## src/rtl/pc_unit.sv

```systemverilog
// pc_unit -- program-counter unit for the rv32imc core.
// Holds the fetch PC and selects the next PC: sequential +2/+4, taken
// branch/jump redirect, or trap vector. It also sequences boot, halts on a
// misaligned redirect target, and captures the EPC on trap entry.
//
// Optional feature macro: PC_RAS_EN adds a RAS_DEPTH-entry circular
// return-address stack. Without it, ras_top=0 and ras_empty=1.
//
// Ports:
//   clk, arstn                      clock (rising edge), async active-low reset
//   stall                           blocks sequential advance only
//   fetch_ready                     instruction memory accepts request at pc
//   instr_compressed                instruction at pc is 16-bit (C_EXT only)
//   redirect_valid/redirect_target  taken branch/jump
//   trap_valid/trap_vector          trap/interrupt entry
//   ras_push/ras_pop                call/return stack operations
//   pc, fetch_valid                 current fetch PC and request valid
//   epc, misaligned                 PC at last trap, halted on bad target
//   ras_top, ras_empty              return-address stack view
module pc_unit #(
  parameter int unsigned       XLEN         = 32,
  parameter logic [XLEN-1:0]   RESET_VECTOR = '0,
  parameter bit                C_EXT        = 1'b1,
  parameter int unsigned       RAS_DEPTH    = 4
) (
  input  logic            clk,
  input  logic            arstn,
  input  logic            stall,
  input  logic            fetch_ready,
  input  logic            instr_compressed,
  input  logic            redirect_valid,
  input  logic [XLEN-1:0] redirect_target,
  input  logic            trap_valid,
  input  logic [XLEN-1:0] trap_vector,
  input  logic            ras_push,
  input  logic            ras_pop,
  output logic [XLEN-1:0] pc,
  output logic            fetch_valid,
  output logic [XLEN-1:0] epc,
  output logic            misaligned,
  output logic [XLEN-1:0] ras_top,
  output logic            ras_empty
);

  typedef enum logic [1:0] {BOOT, RUN, HALT} state_t;

  // Clears the address bits that must be zero for a legal instruction address.
  localparam logic [XLEN-1:0] ALIGN_MASK = C_EXT ? ~XLEN'(1) : ~XLEN'(3);

  state_t          stateQ, stateD;
  logic [XLEN-1:0] pcD, epcD, seqPc, len;
  logic            misD, aligned, redirTaken, advTaken;

  assign fetch_valid = (stateQ == RUN) & ~stall;
  assign len         = (C_EXT && instr_compressed) ? XLEN'(2) : XLEN'(4);
  assign seqPc       = pc + len;
  assign aligned     = (redirect_target & ~ALIGN_MASK) == '0;

  always_comb begin
    stateD     = stateQ;
    pcD        = pc;
    epcD       = epc;
    misD       = misaligned;
    redirTaken = 1'b0;
    advTaken   = 1'b0;
    if (trap_valid) begin
      epcD   = pc;
      pcD    = trap_vector & ALIGN_MASK;
      stateD = RUN;
      misD   = 1'b0;
    end else begin
      unique case (stateQ)
        BOOT: stateD = RUN;
        RUN: begin
          // A redirect wins over stall/fetch_ready: the branch has already resolved.
          if (redirect_valid) begin
            if (aligned) begin
              redirTaken = 1'b1;
              pcD        = redirect_target;
            end else begin
              misD   = 1'b1;
              stateD = HALT;
            end
          end else if (fetch_valid && fetch_ready) begin
            advTaken = 1'b1;
            pcD      = seqPc;
          end
        end
        HALT: ;
        default: stateD = BOOT;
      endcase
    end
  end

  always_ff @(posedge clk or negedge arstn) begin
    if (!arstn) begin
      stateQ     <= BOOT;
      pc         <= RESET_VECTOR;
      epc        <= '0;
      misaligned <= 1'b0;
    end else begin
      stateQ     <= stateD;
      pc         <= pcD;
      epc        <= epcD;
      misaligned <= misD;
    end
  end

`ifdef PC_RAS_EN
  localparam int unsigned PW = (RAS_DEPTH > 1) ? $clog2(RAS_DEPTH) : 1;
  localparam logic [PW:0] FULL = (PW + 1)'(RAS_DEPTH);

  logic [XLEN-1:0] stack [RAS_DEPTH];
  logic [PW-1:0]   topPtr, nextPtr, prevPtr;
  logic [PW:0]     count;
  logic            pushEn, popEn;

  assign pushEn  = ras_push & (advTaken | redirTaken);
  assign popEn   = ras_pop & (count != '0);
  assign nextPtr = topPtr + 1'b1;
  assign prevPtr = topPtr - 1'b1;

  // Circular buffer: a push when full advances over the oldest entry.
  always_ff @(posedge clk or negedge arstn) begin
    if (!arstn) begin
      topPtr <= '0;
      count  <= '0;
      for (int unsigned i = 0; i < RAS_DEPTH; i++) stack[i] <= '0;
    end else if (pushEn && popEn) begin
      stack[topPtr] <= seqPc;
    end else if (pushEn) begin
      topPtr         <= nextPtr;
      stack[nextPtr] <= seqPc;
      if (count != FULL) count <= count + 1'b1;
    end else if (popEn) begin
      topPtr <= prevPtr;
      count  <= count - 1'b1;
    end
  end

  assign ras_empty = (count == '0);
  assign ras_top   = ras_empty ? '0 : stack[topPtr];
`else
  logic unusedRas;
  assign unusedRas = ras_push ^ ras_pop ^ redirTaken ^ advTaken;
  assign ras_top   = '0;
  assign ras_empty = 1'b1;
`endif

endmodule

```

## config.mk

```make
export PLATFORM = sky130hd
export DESIGN_NAME = pc_unit
export DESIGN_NICKNAME = d
export VERILOG_FILES = /design/src/rtl/pc_unit.sv
export SDC_FILE = /design/constraint.sdc
export NUM_CORES = 1
export LEC_CHECK = 0
export ABC_CLOCK_PERIOD_IN_PS = 2100
export CAP_MARGIN = 5
export CORE_MARGIN = 10
export CORE_UTILIZATION = 39
export DETAILED_ROUTE_END_ITERATION = 10
export GPL_TIMING_DRIVEN = 0
export HOLD_SLACK_MARGIN = 0.02
export PLACE_DENSITY = 0.78
export SLEW_MARGIN = 10
export SYNTH_ARGS = -nofsm -noshare
export SYNTH_HDL_FRONTEND = slang
export SYNTH_SLANG_ARGS = --single-unit
```

## constraint.sdc

```tcl
create_clock -name clk -period 2.1 [get_ports clk]
set_clock_uncertainty 0.15 [all_clocks]
set_input_delay 0.21 -clock clk [delete_from_list [all_inputs] [get_ports clk]]
set_output_delay 0.21 -clock clk [all_outputs]
set_load 0.02 [all_outputs]
```

Fig. 1: metal layers overlaid
(4 px per µm)
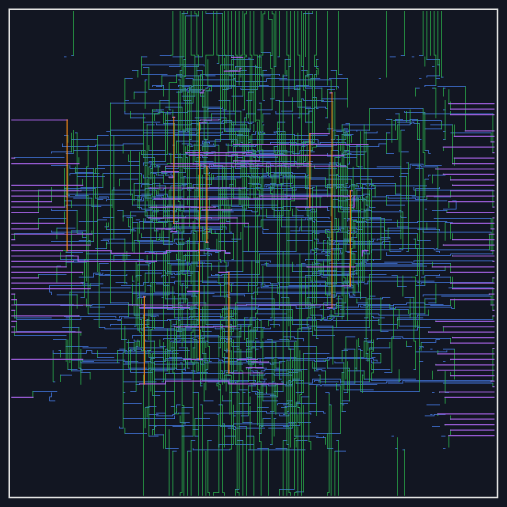
| colour | layer | wire length |
|---|---|---|
| purple | metal 3 | 1470 µm |
| blue | metal 1 | 6130 µm |
| orange | metal 4 | 280 µm |
| green | metal 2 | 7140 µm |

Fig. 2: clock network drawn from the DEF
(2 px per µm)
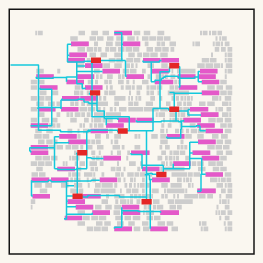
[red] clock drivers | count: 9
[cyan] clock wires | length: 1050 µm
[magenta] flip-flops | count: 67
routed clock nets: 10

==> reports/results.ini <==
[place]
detailedPlace.worstSlack_ns=-0.9566
gp_congestion=0.9002
post_dp_cell_area_um2=5694
buffer_ports.inserted=134
dpl.hpwl_um=11050
placed_cells_incl_taps=713

[setup_path]
cp-endpoint=pc[31]
cp-end-kind=flip-flop
timing.reg2reg.setup_slack_ns=-0.23
critPathSlowestCell=dfrtp_2
crit_family=simple AND/OR/NAND/NOR gates
worst_r2r_path_depth=9
critical_path_peak_fanout=5
worst_ep_arrival_time_ns=2.48
reg2reg_from=pc[1]
worstPathRequired_ns=2.25
worstSetupPathDepth=9
rr_endpoint=pc[31]
critPathBufInv=2

[synth]
yosysWarnings=0
netlist.top_cell.by_instances=dfrtp_1
synth-cells-yosys=411
ys_async_sr_fraction=1.000
synthDominantCellAreaShare=0.4158
ys_seq_frac=0.4158
yosys_register_bits=67
synth_cell_type_count=74
synth_area_per_cell_um2=9.812
top_cells_by_area=dfrtp_1 42%, mux2_2 8.9%, buf_4 6.3%, a21oi_1 4.5%, o22ai_1 2.0%
syn_std_cell_area_um2=4033
post_synth_ao_oa_area_fraction=0.2048
leading_cell_types_by_count_after_synthesis=67 x dfrtp_1, 36 x a21oi_1, 34 x buf_4
edf_count=0
top_area_cell=dfrtp_1
post_synth_fa_ha_maj_area_fraction=0.01117
synth-simple-area-share=0.1679

[power]
pg_seq_mw=1.73
clock_net_power_mw=1.34
pwr.group.combinational_mw=1.63
cellLeakagePower_nw=2.540
totalPowerFinal_mw=4.703
p_clk_frac=0.285
power.largest_group=registers
power.switching_fraction=0.3433
irDropWorstVdd_mv=0.3815
power_density_nw_per_um2=762.4
power.share.sequential=0.367

[detailed_routing]
route.antenna.remaining_nets=0
detail_route.drc_violations=0
detail_route.wl_per_cell_um=20.23
detailed_route_iter0_violations=218
dr_total_vias=4000

[die]
fp_util=0.3959
core_area_um2=10180
die_w_um=121.7
well_tap_count=136
die-area_um2=14810
fp-row-count=37
die_height_um=121.7
io_pins=172

[clock_tree]
cts_tree=built
cts_made_buffers=9
insertion_delay_ns=0.36
cts-root-buf=clkbuf_8
clock_path_buffers=2
clkSinkCount=67

[layout]
seq_cells=67
layout.comb_gates.multi_input=308
postLayoutCoreUtil=0.6057
seq_area_frac=0.2730
layout-area-overhead-vs-synth_pct=52.96
signal_buffer_area_fraction=0.2966
layout.filler_cells=855
nets=678
insertedDiodeCount=0
drive_gt1_frac=0.2488
clock_buffer_and_inverter_area_fraction_after_layout=0.03895
sequential_cell_area_um2=1684
combAreaFraction=0.3572
mostFrequentLayoutCell=clkdlybuf4s50_1
clock_buffers=9
final_cell_area_um2=6168
inv_count=11

[sta]
whs_ns=0.1963
timing.fmax_mhz=428.6
timing.final.crit_period_ns=2.333
rsz0062_at_grt=yes
hold_viol_final=0
setup_slack_of_the_critical_path_after_layout_ns=-0.2332
worst_pin_slew_ns=0.7670
relSlewSlack=0.4887
fin_max_slew_vios=0
setup_viol=14

[run_status]
run_status=complete, but fails checks
violations_in_the_final_reports=negative setup slack

[flow_run]
warning_count=32
drv.max_cap_violation_count=0

[global_routing]
via_count_of_the_first_global_routing_pass=4169
antenna_found_initial=0
grt_util_all_layers=0.1966

[worst_hold_path]
worstHoldPathType=in2async

-- layer usage --
layer  global-route usage  up-vias  wire (µm)
met3              0.06383       20       1473
met2               0.3207      175       7140
met5                    0        -          0
met1               0.2355     1952       6133
li1                     -     1853          -
met4              0.07824        0        280
-- worst register-to-register path, delay by kind of cell (launching register included) --
kind            cells  cell delay, ns
simple gates        3            0.69
compound gates      2            0.36
flops               1            0.39
buf+inv             2            0.20
fa+ha+maj           2            0.48
-- timing repair --
action                                  in CTS  in global routing
resized                                     10                 30
endpoints found under the setup margin      26                 28
pin swaps                                   15                 15
hold buffers                                 1                  0
hold endpoints to repair                    33                  0
buffers inserted                            11                  2
-- state kept, by name, summed over array words and instances (netlist names) --
register / cells
misaligned: 1
stateQ: 2
pc: 32
epc: 32
